--- src/rtl/pri_dec_3x8_pulse_if.sv ---
// Handshake and output bundle for the pulsed 3-to-8 decoder.
// The master side supplies enable and indices; the slave side is the decoder.
interface pri_dec_3x8_pulse_if;
  logic       en;
  logic       in_valid;
  logic       in_ready;
  logic [2:0] in_idx;
  logic [7:0] y;
  logic       done;
  logic       busy;

  modport master (
    output en,
    output in_valid,
    output in_idx,
    input  in_ready,
    input  y,
    input  done,
    input  busy
  );

  modport slave (
    input  en,
    input  in_valid,
    input  in_idx,
    output in_ready,
    output y,
    output done,
    output busy
  );
endinterface

--- src/rtl/pri_dec_3x8_pulse.sv ---
// Registered 3-to-8 one-hot decoder that holds each line for PULSE_LEN cycles,
// inserts GAP idle cycles between pulses and queues one index while busy.
module pri_dec_3x8_pulse #(
  parameter int PULSE_LEN = 4,
  parameter int GAP       = 1
) (
  input logic                 clk,
  input logic                 rst_n,
  pri_dec_3x8_pulse_if.slave  bus
);

  localparam int MAX_LEN = (PULSE_LEN > GAP) ? PULSE_LEN : GAP;
  localparam int CNT_W   = $clog2(MAX_LEN) + 1;
  localparam logic [CNT_W-1:0] PULSE_LOAD = CNT_W'(PULSE_LEN - 1);
  localparam logic [CNT_W-1:0] GAP_LOAD   = CNT_W'((GAP > 0) ? (GAP - 1) : 0);
  localparam logic [CNT_W-1:0] CNT_ONE    = CNT_W'(1);

  typedef enum logic [1:0] {
    S_IDLE,
    S_ACTIVE,
    S_GAP
  } state_t;

  state_t           state_q, state_d;
  logic [7:0]       y_q, y_d;
  logic             done_q, done_d;
  logic [CNT_W-1:0] cnt_q, cnt_d;
  logic             pend_v_q, pend_v_d;
  logic [2:0]       pend_idx_q, pend_idx_d;

  logic             xfer;
  logic             next_v;
  logic [2:0]       next_idx;

  // in_ready is held low during reset so nothing is offered an accept it cannot get.
  assign bus.in_ready = rst_n && bus.en && !pend_v_q;
  assign xfer         = bus.in_valid && bus.in_ready;

  // The queued entry always wins; a live transfer is only used when the slot is empty.
  assign next_v   = pend_v_q || xfer;
  assign next_idx = pend_v_q ? pend_idx_q : bus.in_idx;

  always_comb begin
    state_d    = state_q;
    y_d        = y_q;
    done_d     = 1'b0;
    cnt_d      = cnt_q;
    pend_v_d   = pend_v_q;
    pend_idx_d = pend_idx_q;

    if (!bus.en) begin
      state_d  = S_IDLE;
      y_d      = 8'h00;
      cnt_d    = '0;
      pend_v_d = 1'b0;
    end else begin
      case (state_q)
        S_IDLE: begin
          if (xfer) begin
            y_d     = 8'b1 << bus.in_idx;
            cnt_d   = PULSE_LOAD;
            state_d = S_ACTIVE;
          end
        end

        S_ACTIVE: begin
          if (xfer) begin
            pend_v_d   = 1'b1;
            pend_idx_d = bus.in_idx;
          end
          if (cnt_q == '0) begin
            done_d = 1'b1;
            if (GAP > 0) begin
              y_d     = 8'h00;
              cnt_d   = GAP_LOAD;
              state_d = S_GAP;
            end else if (next_v) begin
              y_d      = 8'b1 << next_idx;
              pend_v_d = 1'b0;
              cnt_d    = PULSE_LOAD;
            end else begin
              y_d     = 8'h00;
              state_d = S_IDLE;
            end
          end else begin
            cnt_d = cnt_q - CNT_ONE;
          end
        end

        S_GAP: begin
          if (xfer) begin
            pend_v_d   = 1'b1;
            pend_idx_d = bus.in_idx;
          end
          if (cnt_q == '0) begin
            if (next_v) begin
              y_d      = 8'b1 << next_idx;
              pend_v_d = 1'b0;
              cnt_d    = PULSE_LOAD;
              state_d  = S_ACTIVE;
            end else begin
              state_d = S_IDLE;
            end
          end else begin
            cnt_d = cnt_q - CNT_ONE;
          end
        end

        default: begin
          state_d  = S_IDLE;
          y_d      = 8'h00;
          cnt_d    = '0;
          pend_v_d = 1'b0;
        end
      endcase
    end
  end

  always_ff @(posedge clk or negedge rst_n) begin
    if (!rst_n) begin
      state_q    <= S_IDLE;
      y_q        <= 8'h00;
      done_q     <= 1'b0;
      cnt_q      <= '0;
      pend_v_q   <= 1'b0;
      pend_idx_q <= 3'd0;
    end else begin
      state_q    <= state_d;
      y_q        <= y_d;
      done_q     <= done_d;
      cnt_q      <= cnt_d;
      pend_v_q   <= pend_v_d;
      pend_idx_q <= pend_idx_d;
    end
  end

  assign bus.y    = y_q;
  assign bus.done = done_q;
  assign bus.busy = (state_q != S_IDLE) || pend_v_q;

endmodule

--- src/flat_wrapper.sv ---
// flat-port wrapper written by rule: the top's interface ports become plain ports
module pri_dec_3x8_pulse_flat 
#(
  parameter int PULSE_LEN = 4,
  parameter int GAP       = 1
)
  (clk, rst_n, bus_en, bus_in_valid, bus_in_idx, bus_in_ready, bus_y, bus_done, bus_busy);
  pri_dec_3x8_pulse_if bus_i ();
  input logic clk;
  input logic rst_n;
  input wire logic [$bits(bus_i.en)-1:0] bus_en;
  input wire logic [$bits(bus_i.in_valid)-1:0] bus_in_valid;
  input wire logic [$bits(bus_i.in_idx)-1:0] bus_in_idx;
  output wire logic [$bits(bus_i.in_ready)-1:0] bus_in_ready;
  output wire logic [$bits(bus_i.y)-1:0] bus_y;
  output wire logic [$bits(bus_i.done)-1:0] bus_done;
  output wire logic [$bits(bus_i.busy)-1:0] bus_busy;
  assign bus_i.en = bus_en;
  assign bus_i.in_valid = bus_in_valid;
  assign bus_i.in_idx = bus_in_idx;
  assign bus_in_ready = bus_i.in_ready;
  assign bus_y = bus_i.y;
  assign bus_done = bus_i.done;
  assign bus_busy = bus_i.busy;
  pri_dec_3x8_pulse #(.PULSE_LEN(PULSE_LEN), .GAP(GAP)) u_core (.clk(clk), .rst_n(rst_n), .bus(bus_i));
endmodule
--- config.mk ---
export PLATFORM = sky130hd
export DESIGN_NAME = pri_dec_3x8_pulse_flat
export DESIGN_NICKNAME = d
export VERILOG_FILES = /design/src/rtl/pri_dec_3x8_pulse_if.sv /design/src/rtl/pri_dec_3x8_pulse.sv /design/src/flat_wrapper.sv
export SDC_FILE = /design/constraint.sdc
export NUM_CORES = 1
export LEC_CHECK = 0
export CORE_MARGIN = 8
export CORE_UTILIZATION = 47
export DETAILED_ROUTE_END_ITERATION = 10
export PLACE_DENSITY = 0.75
export SETUP_SLACK_MARGIN = 0.05
export SYNTH_ARGS = -nofsm -noshare
export SYNTH_HDL_FRONTEND = slang
export SYNTH_SLANG_ARGS = --single-unit
--- constraint.sdc ---
create_clock -name clk -period 1.6 [get_ports clk]
set_input_delay 0.16 -clock clk [delete_from_list [all_inputs] [get_ports clk]]
set_output_delay 0.16 -clock clk [all_outputs]
set_load 0.02 [all_outputs]
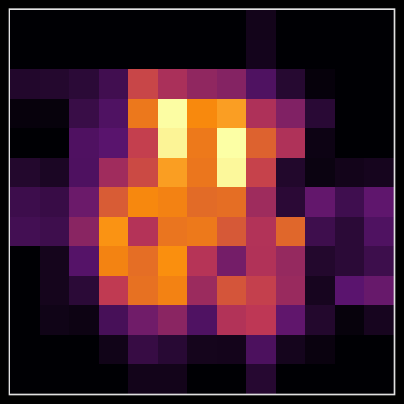
Figure 1: routed metal per tile.
Scale: 6 px per um. 13 x 13 tiles, from black (low) to pale yellow (high), scaled to the fullest tile. Values are wire area over tile area, all layers added.
mean over tiles: 0.12
emptiest ninth of the die: upper right
fullest tile: 0.51

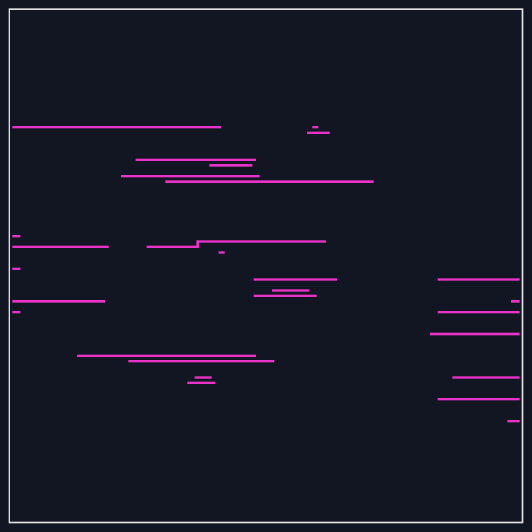
Figure 2: signal wires on met3.
Scale: 8 px per um.
longest straight run: 25.8 um
share of all routed wire: 8.6%

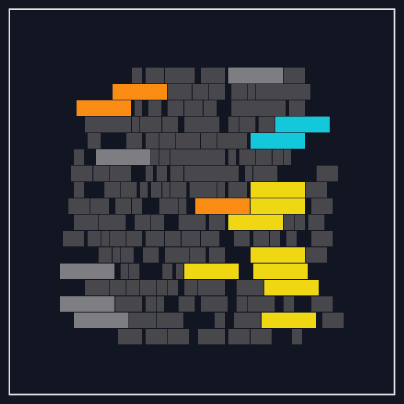
Figure 3: sequential cells grouped by signal name.
Scale: 6 px per um.
| name in the netlist | color | sequential cells |
|---|---|---|
| u_core.state_q | cyan | 2 |
| u_core.cnt_q | orange | 3 |
| u_core.bus.y | yellow | 8 |

==> impl_metrics.env <==
# yosys + openroad results
export IMPL_netlist_cell_type_count=36
export IMPL_ctsHtreeMaxLevel=1
export IMPL_rsz0062_at_grt="true"
export IMPL_top_cell_area_share=0.417
export IMPL_cp_start_kind="register"
export IMPL_violations="setup timing"
export IMPL_worst_path_max_delay_cell="sky130_fd_sc_hd__dfrtp_1"
export IMPL_internal_power_mw=1.43
export IMPL_floorplan_die_height_um=64.0
export IMPL_combinationalPowerShare=0.596
export IMPL_regToRegEndpoint="u_core.bus.y[4]"
export IMPL_worstPathRequired_ns=1.77
export IMPL_yosys_warnings=0
export IMPL_overall_fraction_of_global_route_tracks_in_use=0.144
export IMPL_tightestPinTransition_ns=0.333
export IMPL_rows=17
export IMPL_pre_cts_ws_ns=-0.163
export IMPL_highest_count_cells_in_the_layout_ignoring_fill_and_taps="sky130_fd_sc_hd__buf_4 (22), sky130_fd_sc_hd__dfrtp_1 (18), sky130_fd_sc_hd__clkdlybuf4s50_1 (15)"
export IMPL_critical_path_reg2reg_startpoint="u_core.state_q[1]"
export IMPL_postSynth_asyncResetShare=1.00
export IMPL_setup_viol_count_final=1
export IMPL_tritoncts="built"
export IMPL_finalMaxSlewViolations=0
export IMPL_cp_max_fo=6
export IMPL_post_place_cells=170
export IMPL_boundaryPins=18
export IMPL_dieArea_um2=4090
export IMPL_cts_hold_fix_buffers=0
export IMPL_critical_path_arrival_ns=1.81
export IMPL_drtAntennaViolNets=0
export IMPL_fin_worst_skew_ns=0.00109
export IMPL_final_net_count=166
export IMPL_antennaDiodeCount=0
export IMPL_stage_log_warnings=33
export IMPL_final_period_minus_worst_setup_slack_ns=1.64
export IMPL_synth_chip_area_um2=1080
export IMPL_switchingPower_mw=0.991
export IMPL_finalClockPeriodUsage=1.03
export IMPL_worst_setup_path_class="reg2reg"
export IMPL_cts_clk_slew_worst_paths_ns=0.10
export IMPL_gp_congestion=1.00
export IMPL_synth_dominant_cell_count="sky130_fd_sc_hd__dfrtp_1"
export IMPL_synth_top_cells_by_count="sky130_fd_sc_hd__dfrtp_1 (18), sky130_fd_sc_hd__o21ai_0 (17), sky130_fd_sc_hd__o31ai_1 (9)"
export IMPL_cellPowerDensity_nw_per_um2=1500
export IMPL_critical_path_endpoint_category="register"
export IMPL_timing_final_ws_setup_ns=-0.0428
export IMPL_power_frac_clock=0.115
export IMPL_seq_power_mw=0.700
export IMPL_detailed_place_area_um2=1380
export IMPL_wp_depth=7
export IMPL_numCtsBuffers=3
export IMPL_largestPowerGroup="combinational cells"
export IMPL_maxClockFrequency_mhz=609
export IMPL_synth_yosys_seq_area_share=0.417
export IMPL_synthDominantAreaCellType="sky130_fd_sc_hd__dfrtp_1"
export IMPL_worst_r2r_cell_count=7
export IMPL_startpoint="u_core.state_q[1]"
export IMPL_core_area_um2=2190
export IMPL_reg_power_frac=0.289
export IMPL_wire_length_of_the_first_global_routing_pass_um=4860
export IMPL_cts_repair_resize_count=26
export IMPL_largest_register_ff_count=8
export IMPL_ys_flop_type="sky130_fd_sc_hd__dfrtp_1"
export IMPL_number_of_antenna_violations_at_the_first_check_in_global_routing=0
export IMPL_postCtsSetupBuffers=3
export IMPL_clock_sinks=18
export IMPL_total_leakage_power_nw=0.681
export IMPL_netSwitchingFraction=0.410
export IMPL_via_count=1053
export IMPL_ir_worst_vdd_mv=1.03
export IMPL_synth_edff_count=0
export IMPL_timing_critical_path_slowest_cell_delay_ns=0.45
export IMPL_setup_reg_to_reg_worst_slack_ns=-0.04
export IMPL_routed_wirelength_um=3010
export IMPL_outcome="complete, but fails checks"
export IMPL_placement_io_buffers=17
export IMPL_drt_pre_antenna_iters=4
export IMPL_timing_slew_headroom=0.778
export IMPL_synthCells=113
export IMPL_remaining_drc_errors=0
export IMPL_netlist_top_cells_area="sky130_fd_sc_hd__dfrtp_1 (42%), sky130_fd_sc_hd__o21ai_0 (7.9%), sky130_fd_sc_hd__o31ai_1 (6.3%), sky130_fd_sc_hd__ha_1 (5.8%), sky130_fd_sc_hd__nor3b_1 (3.5%)"
export IMPL_fp_util=0.493
export IMPL_grt_ovfl_total=0
export IMPL_insertion_delay_ns=0.29
export IMPL_cts_buffer_depth=2
export IMPL_critPathTopFamily="AND-OR/OR-AND gates"
export IMPL_lay_top_count="sky130_fd_sc_hd__buf_4"
export IMPL_hold_ws_ns=0.309
export IMPL_drt_initial_violations=57
export IMPL_max_cap_viol_count=0
export IMPL_final_instance_count_excl_fill=181
export IMPL_synthesis_area_per_instance_um2=9.57
export IMPL_ys_cells=113
export IMPL_critical_path_cell_sequence="inv_2, ha_4, o21ai_2, o22ai_2, buf_4, o21ai_0, o31ai_2"
export IMPL_synth_flops=18
export IMPL_die_size_x_um=64.0
export IMPL_grt_start_max_net_pins=18
export IMPL_critical_path_buffer_and_inverter_count=2
export IMPL_syn_num_nets=125
export IMPL_routed_wire_length_per_instance_um=16.6
export IMPL_hold_viol_final=0
export IMPL_worstSetupEndpoint="u_core.bus.y[4]"
export IMPL_vias_per_cell=5.82
export IMPL_hold_path_class="in2async"
export IMPL_powerComb_mw=1.44
export IMPL_drive_above_1_share=0.405
export IMPL_detailedPlacementHpwl_um=2030
export IMPL_cts_root_buf="sky130_fd_sc_hd__clkbuf_4"
export IMPL_number_of_global_route_vias_before_repair=1023
export IMPL_totalPowerFinal_mw=2.42
export IMPL_synth_cell_area_um2=1080
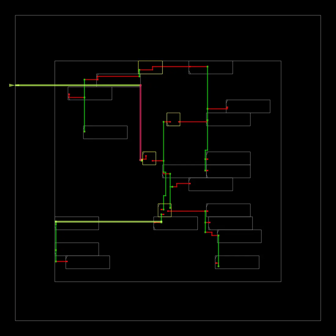
Figure 4: clock routing.
total of clock buffers placed in the layout: 4
clock network power: 0.277 mW

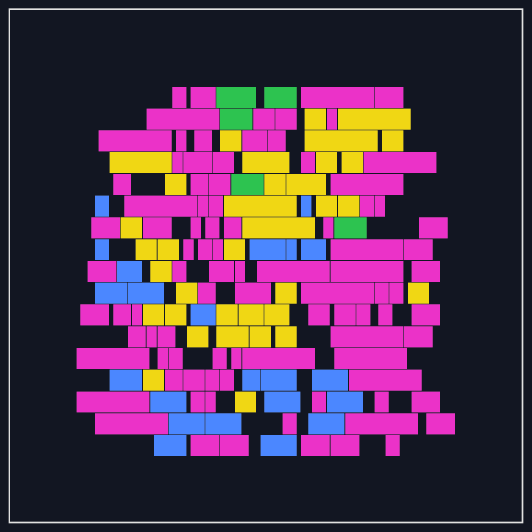
Figure 5: cell sizes after repair.
Scale: 8 px per um.
| size | color | cells | share |
|---|---|---|---|
| _6 and larger | green | 5 | 3.3% |
| _3 and _4 cells | yellow | 35 | 23% |
| _0 and _1 cells | magenta | 91 | 59% |
| _2 cells | blue | 22 | 14% |
area added between synthesis and finish: 49.3%
summed area of non-filler cells in the final layout: 1610 um^2
worst-case setup margin in the final layout: -0.0428 ns
Non-CTS buffers: 43

logic make-up after synthesis:
logic type	synth area share
compound gates	0.218
simple gates	0.206
flops	0.417
buf+inv	0.0613
fa+ha+maj	0.0579
mux	0.0405
metrics by stage:
stage,setup TNS [ns],utilization
finish,-0.0428,0.737
global route,-0.379,0.737
CTS,0,0.692
detailed placement,-1.07,0.630
global placement,-0.509,0.630
floorplan,0,-
routing by layer:
layer | vias to the layer above | part of all wire | GRT usage
li1 | 493 | - | -
met1 | 514 | 0.41 | 0.184
met2 | 40 | 0.48 | 0.237
met3 | 6 | 0.085 | 0.0261
met4 | 0 | 0.019 | 0.0529
met5 | - | 0 | 0
area by class of cell:
class	count	area, um^2
clock buffer	4	36.3
inverter	4	15.0
fill	153	577
multi-input combinational	84	707
tap	28	35.0
sequential	18	450
timing repair buffer	43	370
Power and IR drop assume default switching activity.
